$ cat config.mk
export PLATFORM = sky130hd
export DESIGN_NAME = safety_status_tx
export DESIGN_NICKNAME = d
export VERILOG_FILES = /design/src/rtl/safety_pkg.sv /design/src/rtl/safety_uart_tx_core.sv /design/src/rtl/safety_status_tx.sv
export SDC_FILE = /design/constraint.sdc
export NUM_CORES = 1
export LEC_CHECK = 0
export CAP_MARGIN = 20
export CORE_MARGIN = 2
export CORE_UTILIZATION = 49
export DETAILED_ROUTE_END_ITERATION = 12
export GPL_TIMING_DRIVEN = 0
export PLACE_DENSITY = 0.66
export SLEW_MARGIN = 20
export SYNTH_ARGS = -nofsm -noshare
export SYNTH_HDL_FRONTEND = slang
export SYNTH_HIERARCHICAL = 1
export SYNTH_SLANG_ARGS = --single-unit
$ cat constraint.sdc
create_clock -name CLOCK_50 -period 3.8 [get_ports CLOCK_50]
set_clock_uncertainty 0.05 [all_clocks]
set_input_delay 0.95 -clock CLOCK_50 [delete_from_list [all_inputs] [get_ports CLOCK_50]]
set_output_delay 0.95 -clock CLOCK_50 [all_outputs]
set_load 0.05 [all_outputs]
$ cat src/rtl/safety_pkg.sv
// Shared types and constants for the safety status transmitter.
// SAFETY_TX_PARITY_EN adds an even-parity bit after D7.
package safety_pkg;

    localparam int unsigned STATUS_W  = 5;
    localparam int unsigned SEQ_W     = 3;
    localparam int unsigned DATA_BITS = 8;

    localparam int unsigned BIT_LEFT  = 0;
    localparam int unsigned BIT_RIGHT = 1;
    localparam int unsigned BIT_HORN  = 2;
    localparam int unsigned BIT_HEAD  = 3;
    localparam int unsigned BIT_BRAKE = 4;

    localparam logic START_LVL = 1'b0;
    localparam logic STOP_LVL  = 1'b1;

    typedef struct packed {
        logic brake;
        logic head_light;
        logic horn;
        logic right_blink;
        logic left_blink;
    } status_t;

    typedef enum logic [2:0] {
        S_IDLE,
        S_LOAD,
        S_START,
        S_DATA,
`ifdef SAFETY_TX_PARITY_EN
        S_PARITY,
`endif
        S_STOP
    } tx_state_e;

`ifdef SAFETY_TX_PARITY_EN
    function automatic logic even_parity(input logic [DATA_BITS-1:0] b);
        return ^b;
    endfunction
`endif

endpackage

$ cat src/rtl/safety_uart_tx_core.sv
// UART byte serialiser: start, 8 data bits LSB first, optional parity, stop.
// SAFETY_TX_PARITY_EN inserts an even-parity bit between D7 and stop.
module safety_uart_tx_core
    import safety_pkg::*;
#(
    parameter int unsigned BAUD_DIV = 434
) (
    input  logic                 clk,
    input  logic                 rst_n,
    input  logic                 load,
    input  logic [DATA_BITS-1:0] data,
    output logic                 txd,
    output logic                 busy,
    output logic                 done
);

    localparam int unsigned CNT_W     = $clog2(BAUD_DIV);
    localparam int unsigned BIT_CNT_W = $clog2(DATA_BITS);

    tx_state_e              state_q, state_d;
    logic [DATA_BITS-1:0]   shift_q, shift_d;
    logic [BIT_CNT_W-1:0]   bit_cnt_q, bit_cnt_d;
    logic [CNT_W-1:0]       baud_cnt_q, baud_cnt_d;
    logic                   txd_q, txd_d;
    logic                   busy_q, busy_d;
    logic                   done_q, done_d;
    logic                   bit_tick;
`ifdef SAFETY_TX_PARITY_EN
    logic                   par_q, par_d;
`endif

    assign bit_tick = (baud_cnt_q == CNT_W'(BAUD_DIV - 1));

    always_comb begin
        state_d    = state_q;
        shift_d    = shift_q;
        bit_cnt_d  = bit_cnt_q;
        baud_cnt_d = baud_cnt_q;
        done_d     = 1'b0;
`ifdef SAFETY_TX_PARITY_EN
        par_d      = par_q;
`endif
        if (state_q != S_IDLE && state_q != S_LOAD) begin
            baud_cnt_d = bit_tick ? '0 : baud_cnt_q + 1'b1;
        end

        case (state_q)
            S_IDLE: begin
                if (load) begin
                    state_d = S_LOAD;
                    shift_d = data;
`ifdef SAFETY_TX_PARITY_EN
                    par_d   = even_parity(data);
`endif
                end
            end
            S_LOAD: begin
                state_d    = S_START;
                baud_cnt_d = '0;
                bit_cnt_d  = '0;
            end
            S_START: begin
                if (bit_tick) state_d = S_DATA;
            end
            S_DATA: begin
                if (bit_tick) begin
                    shift_d = shift_q >> 1;
                    if (bit_cnt_q == BIT_CNT_W'(DATA_BITS - 1)) begin
`ifdef SAFETY_TX_PARITY_EN
                        state_d = S_PARITY;
`else
                        state_d = S_STOP;
`endif
                    end else begin
                        bit_cnt_d = bit_cnt_q + 1'b1;
                    end
                end
            end
`ifdef SAFETY_TX_PARITY_EN
            S_PARITY: begin
                if (bit_tick) state_d = S_STOP;
            end
`endif
            S_STOP: begin
                if (bit_tick) begin
                    state_d = S_IDLE;
                    done_d  = 1'b1;
                end
            end
            default: state_d = S_IDLE;
        endcase

        // Line level is derived from the next state so txd comes straight off a flop.
        case (state_d)
            S_START:  txd_d = START_LVL;
            S_DATA:   txd_d = shift_d[0];
`ifdef SAFETY_TX_PARITY_EN
            S_PARITY: txd_d = par_d;
`endif
            default:  txd_d = STOP_LVL;
        endcase
        busy_d = (state_d != S_IDLE);
    end

    always_ff @(posedge clk or negedge rst_n) begin
        if (!rst_n) begin
            state_q    <= S_IDLE;
            shift_q    <= '0;
            bit_cnt_q  <= '0;
            baud_cnt_q <= '0;
            txd_q      <= STOP_LVL;
            busy_q     <= 1'b0;
            done_q     <= 1'b0;
`ifdef SAFETY_TX_PARITY_EN
            par_q      <= 1'b0;
`endif
        end else begin
            state_q    <= state_d;
            shift_q    <= shift_d;
            bit_cnt_q  <= bit_cnt_d;
            baud_cnt_q <= baud_cnt_d;
            txd_q      <= txd_d;
            busy_q     <= busy_d;
            done_q     <= done_d;
`ifdef SAFETY_TX_PARITY_EN
            par_q      <= par_d;
`endif
        end
    end

    assign txd  = txd_q;
    assign busy = busy_q;
    assign done = done_q;

endmodule

$ cat src/rtl/safety_status_tx.sv
// Dashboard status link: sends {seq, status} on change, after reset, and on heartbeat.
// SAFETY_TX_PARITY_EN (handled in the core) adds an even-parity bit per frame.
module safety_status_tx
    import safety_pkg::*;
#(
    parameter int unsigned CLK_HZ       = 50000000,
    parameter int unsigned BAUD         = 115200,
    parameter int unsigned HEARTBEAT_MS = 100
) (
    input  logic CLOCK_50,
    input  logic reset_n,
    input  logic leftBlinkerIn,
    input  logic rightBlinkerIn,
    input  logic headLightIn,
    input  logic hornIn,
    input  logic brakeIn,
    output logic txd,
    output logic busy,
    output logic frame_sent
);

    localparam int unsigned BAUD_DIV  = CLK_HZ / BAUD;
    localparam int unsigned HB_CYCLES = CLK_HZ / 1000 * HEARTBEAT_MS;
    localparam int unsigned HB_W      = $clog2(HB_CYCLES);

    logic [STATUS_W-1:0]  s_raw;
    status_t              sync1_q, sync1_d;
    status_t              sync2_q, sync2_d;
    status_t              last_sent_q, last_sent_d;
    logic                 force_q, force_d;
    logic [HB_W-1:0]      hb_q, hb_d;
    logic [SEQ_W-1:0]     seq_q, seq_d;
    logic [SEQ_W-1:0]     seq_cur;
    logic                 hb_expired;
    logic                 trigger;
    logic [DATA_BITS-1:0] payload;
    logic                 core_busy;
    logic                 core_done;

    always_comb begin
        s_raw            = '0;
        s_raw[BIT_LEFT]  = leftBlinkerIn;
        s_raw[BIT_RIGHT] = rightBlinkerIn;
        s_raw[BIT_HORN]  = hornIn;
        s_raw[BIT_HEAD]  = headLightIn;
        s_raw[BIT_BRAKE] = brakeIn;
    end

    // The core's done pulse lands on the first idle cycle, so a back-to-back
    // frame triggered in that cycle must already see the incremented seq.
    always_comb begin
        sync1_d     = status_t'(s_raw);
        sync2_d     = sync1_q;
        seq_cur     = core_done ? seq_q + 1'b1 : seq_q;
        seq_d       = seq_cur;
        hb_expired  = (hb_q == HB_W'(HB_CYCLES - 1));
        trigger     = !core_busy && (force_q || (sync2_q != last_sent_q) || hb_expired);
        last_sent_d = last_sent_q;
        force_d     = force_q;
        hb_d        = hb_q;
        if (trigger) begin
            last_sent_d = sync2_q;
            force_d     = 1'b0;
            hb_d        = '0;
        end else if (!core_busy && !hb_expired) begin
            hb_d = hb_q + 1'b1;
        end
        payload = {seq_cur, sync2_q};
    end

    always_ff @(posedge CLOCK_50 or negedge reset_n) begin
        if (!reset_n) begin
            sync1_q     <= '0;
            sync2_q     <= '0;
            last_sent_q <= '0;
            force_q     <= 1'b1;
            hb_q        <= '0;
            seq_q       <= '0;
        end else begin
            sync1_q     <= sync1_d;
            sync2_q     <= sync2_d;
            last_sent_q <= last_sent_d;
            force_q     <= force_d;
            hb_q        <= hb_d;
            seq_q       <= seq_d;
        end
    end

    safety_uart_tx_core #(
        .BAUD_DIV (BAUD_DIV)
    ) u_core (
        .clk   (CLOCK_50),
        .rst_n (reset_n),
        .load  (trigger),
        .data  (payload),
        .txd   (txd),
        .busy  (core_busy),
        .done  (core_done)
    );

    assign busy       = core_busy;
    assign frame_sent = core_done;

endmodule

==> results.cfg, run 1 <==
; synthesis and place-and-route metrics
[detailed_routing]
routed_wl_microns = 6160
ant_nets = 0
routed.top_layer = met4
avgViaCountPerCell = 5.77
wl_met2_microns = 2870
drt_pass1_iterations = 4
wl_per_cell_microns = 15.1
drt_iter0_markers = 117
wirelength_met1_microns = 2980

[clock_network]
clockBufferDepth = 2
cts_setup_buffers = 0
numCtsBuffers = 9
root_buffer = clkbuf_8
cts_resized = 0
clock_latency_ns = 0.35

[pwr]
p_sw_mw = 0.462
p_comb_share_pct = 11.1
clkPwrFrac_pct = 37.2
p_int_mw = 1.19
powerClk_mw = 0.615
p_sw_share_pct = 27.9
power.largest_group = registers
pg_comb_mw = 0.184
p_leak_nw = 1.62

[setup_path]
cp-end-kind = flop
path_class = reg -> reg
cp_slowest_cell = or4_1
critPathTopFamily = simple AND/OR/NAND/NOR gates
reg2reg_depth = 10
crit_required_ns = 3.99
rr_endpoint = u_core/shift_q[6]
r2r_slack_ns = 0.70
crit_start = hb_q[0]
endpoint = u_core/shift_q[6]
cpPeakStageDelay_ns = 0.53
cp_data_arrival_time_ns = 3.29

[global_route]
grt_antenna_before_repair = 0
use_met1_pct = 25.0
grt_pass1_vias = 2385
grt_pass1_wl_microns = 11000
overflow = 0
grt.busiest_layer = met2

[finish]
num_antenna_cells = 0
nonClockBufferCount = 22
final_core_util_pct = 57.9
finalInstanceArea_sq_um = 3720
nFillCells = 526
comb_area_share_pct = 40.5
seq_cell_count = 68
final.clkbuf_count = 9
inv_count = 8
drive_gt1_share_pct = 13.6
nNetsFinal = 339
comb_area_sq_um = 1510
largest_register = hb_q
largest_cell_class = registers
final_cells = 408
largest_register_ffs = 23
buffer_area_share_pct = 4.77

[hold_path]
worstHoldStart = sync1_q[0]
min_to = payload[0]
hold_depth = 0
hold_class = reg -> reg

[synthesis]
top_logic_kind = simple AND/OR/NAND/NOR gates
ys_sh_mux_pct = 3.94
async_reset_ff_share_pct = 100
yosys-stat-area_sq_um = 3300
ff_type = dfrtp_1
synth_flops = 68
yosysUniqueCellTypes = 54
fp_nets = 318
syn_avg_cell_area_sq_um = 10.8
ys_sh_simple_pct = 22.5
synth_area_sq_um = 3300
yosysWarnings = 6
top_area_share_pct = 50.0
top_cells_by_count = dfrtp_1, nor2_1, nand2_1, nand4_1, nand3_1
ys_sh_adder_pct = 2.27
synth.most_common_cell = dfrtp_1
synth.largest_area_cell = dfrtp_1
edf_count = 0
yosys_cells = 305

[final_timing]
hold_viol = 0
fin_setup_tns_ns = 0
min_period_over_period_pct = 81.6
final-setup-viol-count = 0
period_needed_ns = 3.10
holdWs_ns = 0.304
maxSlewHeadroom_pct = 56.6

[floorplan]
boundaryPins = 10
fp_util_pct = 51.5
die_h_microns = 86.1
die_w_microns = 86.1
core_sq_um = 6420

[placement]
dp_hpwl_microns = 4240
place.gp.congestion = 0.814
dpl.cell_count = 392
post-place-ws_ns = 0.712
io_buffers = 9

[job]
drv_cap = 0

[run_status]
status = completed
run_1/met1.png
Scale: 4 px per micron. Supply wires on this layer in grey.
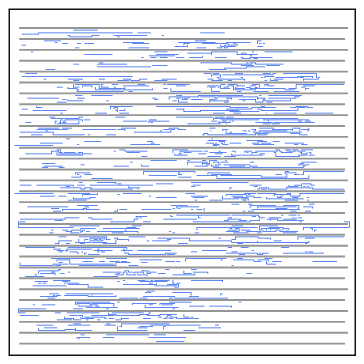
nets with wire on the layer = 310
longest straight run = 27.6 microns
share of all routed wire = 48%

run_1/met2.png
Scale: 3 px per micron.
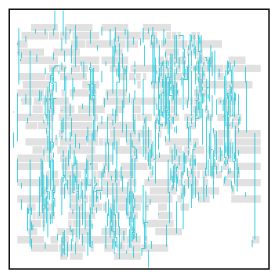
longest straight run = 35.4 microns
nets with wire on the layer = 286

run_1/met3.png
Scale: 4 px per micron.
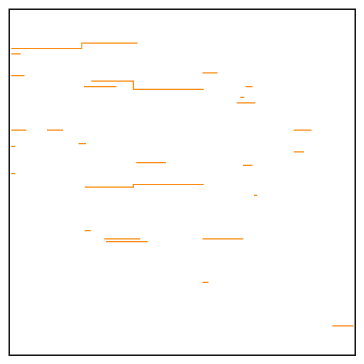
share of all routed wire = 2.9%
longest straight run = 17.5 microns
nets with wire on the layer = 16

run_1/met4.png
Scale: 4 px per micron. Supply wires on this layer in grey.
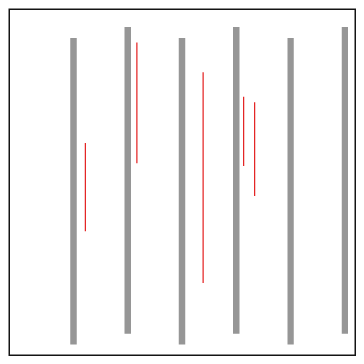
nets with wire on the layer = 4
main direction = vertical
wire length on this layer = 144 microns

run_1/final_placement.png
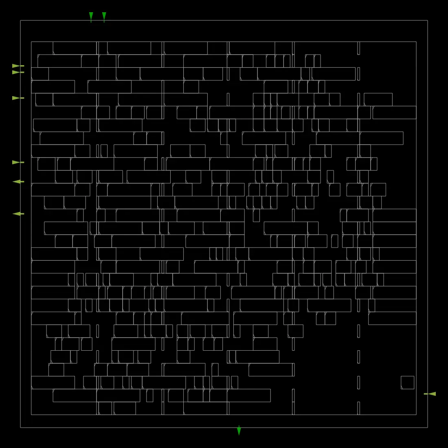

==> run 1 -> run 2 <==
- clock period: 3.8 -> 3.2 ns (I/O delays scaled with it)
run_2/final_placement.png
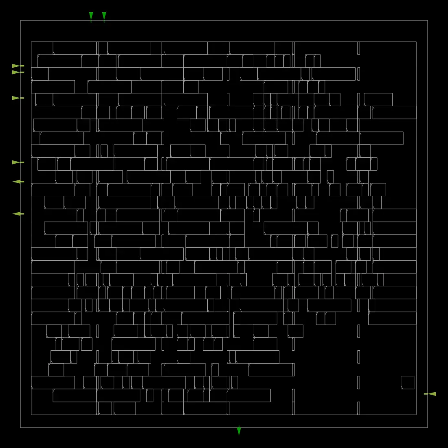
num rows: 29
Tap Count: 77

==> run 2 against run 1 <==
  * Non-clock buffer count unchanged
  * Register-to-register slack lost 0.45 ns
  * Setup slack lost 0.45 ns
  * Hold slack worse by 0.016 ns
  * Design area grew 0.30%
  * Utilization grew 0.18 points
  * Die area unchanged
  * Combinational power increased by 19%
  * Critical endpoint unchanged
  * Highest routed layer unchanged
==> results.cfg, run 2 <==
; synthesis and place-and-route metrics
[run_status]
status = completed

[synthesis]
yosysWarnings = 6
top_logic_kind = simple AND/OR/NAND/NOR gates
edf_count = 0
yosysUniqueCellTypes = 54
synth_flops = 68
synth_area_sq_um = 3300
yosys_cells = 305
ys_sh_adder_pct = 2.27
synth.most_common_cell = dfrtp_1
yosys-stat-area_sq_um = 3300
fp_nets = 318
top_area_share_pct = 50.0
syn_avg_cell_area_sq_um = 10.8
ff_type = dfrtp_1
ys_sh_simple_pct = 22.5
async_reset_ff_share_pct = 100

[setup_path]
cp-end-kind = flop
path_class = reg -> reg
reg2reg_depth = 10
cp_slowest_cell = or4_1
r2r_slack_ns = 0.25
cp_data_arrival_time_ns = 3.13
endpoint = u_core/shift_q[6]
rr_endpoint = u_core/shift_q[6]
crit_required_ns = 3.39
cpPeakStageDelay_ns = 0.47
critPathTopFamily = simple AND/OR/NAND/NOR gates

[clock_network]
numCtsBuffers = 9
clk_pin_slew_worst_paths_ns = 0.09
clockBufferDepth = 2
cts_resized = 0
cts_sinks = 68
clock_latency_ns = 0.35

[finish]
final-seq-area_sq_um = 1700
buffer_area_share_pct = 4.83
drive_gt1_share_pct = 13.6
nFillCells = 524
final_core_util_pct = 58.1
largest_register = hb_q
comb_area_share_pct = 40.6
seq_cell_count = 68
comb_area_sq_um = 1520
finalInstanceArea_sq_um = 3730
largest_cell_class = registers
largest_register_ffs = 23
nNetsFinal = 339
nonClockBufferCount = 22
num_antenna_cells = 0

[final_timing]
maxSlewHeadroom_pct = 57.0
final-setup-viol-count = 0
hold_viol = 0
period_needed_ns = 2.95
holdWs_ns = 0.288
fin_setup_tns_ns = 0
min_period_over_period_pct = 92.1

[floorplan]
fp_util_pct = 51.5
boundaryPins = 10
die_h_microns = 86.1
core_sq_um = 6420

[detailed_routing]
wl_met2_microns = 2850
routed.top_layer = met4
drt_iter0_markers = 124
wirelength_met1_microns = 3050
drt_pass1_iterations = 4
ant_nets = 0

[placement]
dpl.cell_count = 392
dp_hpwl_microns = 4240
io_buffers = 9
place.gp.congestion = 0.814

[pwr]
pg_comb_mw = 0.219
p_leak_nw = 1.62
p_comb_share_pct = 11.1
powerClk_mw = 0.731
power.largest_group = registers
p_int_mw = 1.42

[global_route]
grt_pass1_vias = 2385
use_met1_pct = 25.0
grt.busiest_layer = met2
overflow = 0
grt_pass1_wl_microns = 11000

[job]
drv_cap = 0

[hold_path]
hold_class = in -> async
run_2/met2.png
Scale: 3 px per micron.
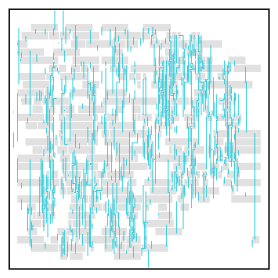
wire length on this layer = 2850 microns
longest straight run = 35.4 microns
DRT Wirelength: 6200 microns
met2 Usage GRT: 29.2%
routed via count: 2366

run_2/met4.png
Scale: 4 px per micron. Supply wires on this layer in grey.
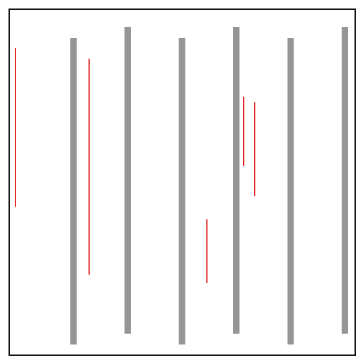

==> run 2 -> run 3 <==
--- a/config.mk
+++ b/config.mk
@@ -10,2 +10,3 @@
 export CORE_UTILIZATION = 49
+export CTS_CLUSTER_DIAMETER = 40
 export DETAILED_ROUTE_END_ITERATION = 12
==> constraint.sdc (replaced) <==
create_clock -name CLOCK_50 -period 3.2 [get_ports CLOCK_50]
set_clock_uncertainty 0.05 [all_clocks]
set_input_delay 0.32 -clock CLOCK_50 [delete_from_list [all_inputs] [get_ports CLOCK_50]]
set_output_delay 0.32 -clock CLOCK_50 [all_outputs]
set_load 0.05 [all_outputs]
run_3/met4.png
Scale: 4 px per micron. Supply wires on this layer in grey.
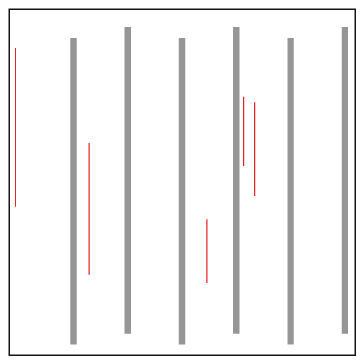
wire length on this layer = 128 microns
share of all routed wire = 2.1%
main direction = vertical
nets with wire on the layer = 4
routed via count: 2348
DRT Wirelength: 6170 microns

==> run 3 against run 2 <==
  * Final cell count increased by 0.25%
  * Non-clock buffer count up 1
  * Die area unchanged
  * Register-to-register slack about the same
==> results.cfg, run 3 <==
; synthesis and place-and-route metrics
[run_status]
status = completed

[pwr]
p_int_mw = 1.42
powerSeq_mw = 1.02
clkPwrFrac_pct = 37.1
p_sw_share_pct = 27.9
power.largest_group = registers
powerClk_mw = 0.730
p_sw_mw = 0.548
pg_comb_mw = 0.220
p_comb_share_pct = 11.2
p_leak_nw = 1.63

[setup_path]
cpPeakStageDelay_ns = 0.47
cp-end-kind = flop
cp_slowest_cell = or4_1
cp_data_arrival_time_ns = 3.14
crit_start = hb_q[7]
endpoint = u_core/shift_q[6]
reg2reg_depth = 10
path_class = reg -> reg
crit_required_ns = 3.39
r2r_slack_ns = 0.25
critPathTopFamily = simple AND/OR/NAND/NOR gates
rr_endpoint = u_core/shift_q[6]

[detailed_routing]
wirelength_met1_microns = 3000
avgViaCountPerCell = 5.74
drt_pass1_iterations = 4
wl_per_cell_microns = 15.1
drt_iter0_markers = 135
wl_met2_microns = 2860
ant_nets = 0
routed.top_layer = met4

[global_route]
grt_max_degree = 47
overflow = 0
grt_pass1_wl_microns = 11000
use_met2_pct = 29.2
use_met1_pct = 25.0
grt.busiest_layer = met2
grt_antenna_before_repair = 0
grt_usage_pct = 18.8
grt_pass1_vias = 2385

[finish]
nNetsFinal = 340
drive_gt1_share_pct = 13.6
final-seq-area_sq_um = 1700
seq_cell_count = 68
comb_area_share_pct = 40.5
buffer_area_share_pct = 5.08
comb_area_sq_um = 1520
inv_count = 8
largest_register = hb_q
nonClockBufferCount = 23
nFillCells = 523
largest_cell_class = registers
largest_register_ffs = 23
final_cells = 409
final_common_cell = dfrtp_1
final.clkbuf_count = 9
finalInstanceArea_sq_um = 3740
final_core_util_pct = 58.3

[synthesis]
ff_type = dfrtp_1
yosys_cells = 305
ys_sh_mux_pct = 3.94
ys_sh_simple_pct = 22.5
fp_nets = 318
async_reset_ff_share_pct = 100
ys_sh_adder_pct = 2.27
yosysUniqueCellTypes = 54
top_logic_kind = simple AND/OR/NAND/NOR gates
top_cells_by_count = dfrtp_1, nor2_1, nand2_1, nand4_1, nand3_1
top_area_share_pct = 50.0
synth_flops = 68
synth.most_common_cell = dfrtp_1
yosys-stat-area_sq_um = 3300
yosysWarnings = 6
synth.largest_area_cell = dfrtp_1
synth_area_sq_um = 3300
syn_avg_cell_area_sq_um = 10.8
edf_count = 0

[clock_network]
numCtsBuffers = 9
root_buffer = clkbuf_8
cts_setup_buffers = 0
cts_hold_buf = 1
cts_resized = 0
clockBufferDepth = 2
clock_latency_ns = 0.35
clk_pin_slew_worst_paths_ns = 0.08

[placement]
dp_hpwl_microns = 4240
place_area_sq_um = 3520
post-place-ws_ns = 0.112
io_buffers = 9
dpl.cell_count = 392
place.gp.congestion = 0.814

[floorplan]
boundaryPins = 10
core_sq_um = 6420
rows = 29
fp_util_pct = 51.5
die_w_microns = 86.1
die_h_microns = 86.1

[final_timing]
min_period_over_period_pct = 92.2
maxSlewHeadroom_pct = 56.7
hold_viol = 0
final-setup-viol-count = 0
period_needed_ns = 2.95
fin_setup_tns_ns = 0
holdWs_ns = 0.306

[hold_path]
min_to = payload[1]
hold_depth = 0
worstHoldStart = sync1_q[1]
hold_class = reg -> reg

[job]
drv_cap = 0
run_3/met2.png
Scale: 3 px per micron.
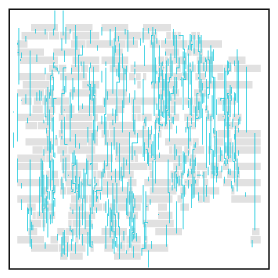
main direction = vertical
longest straight run = 32.3 microns

Power and IR drop assume default switching activity.
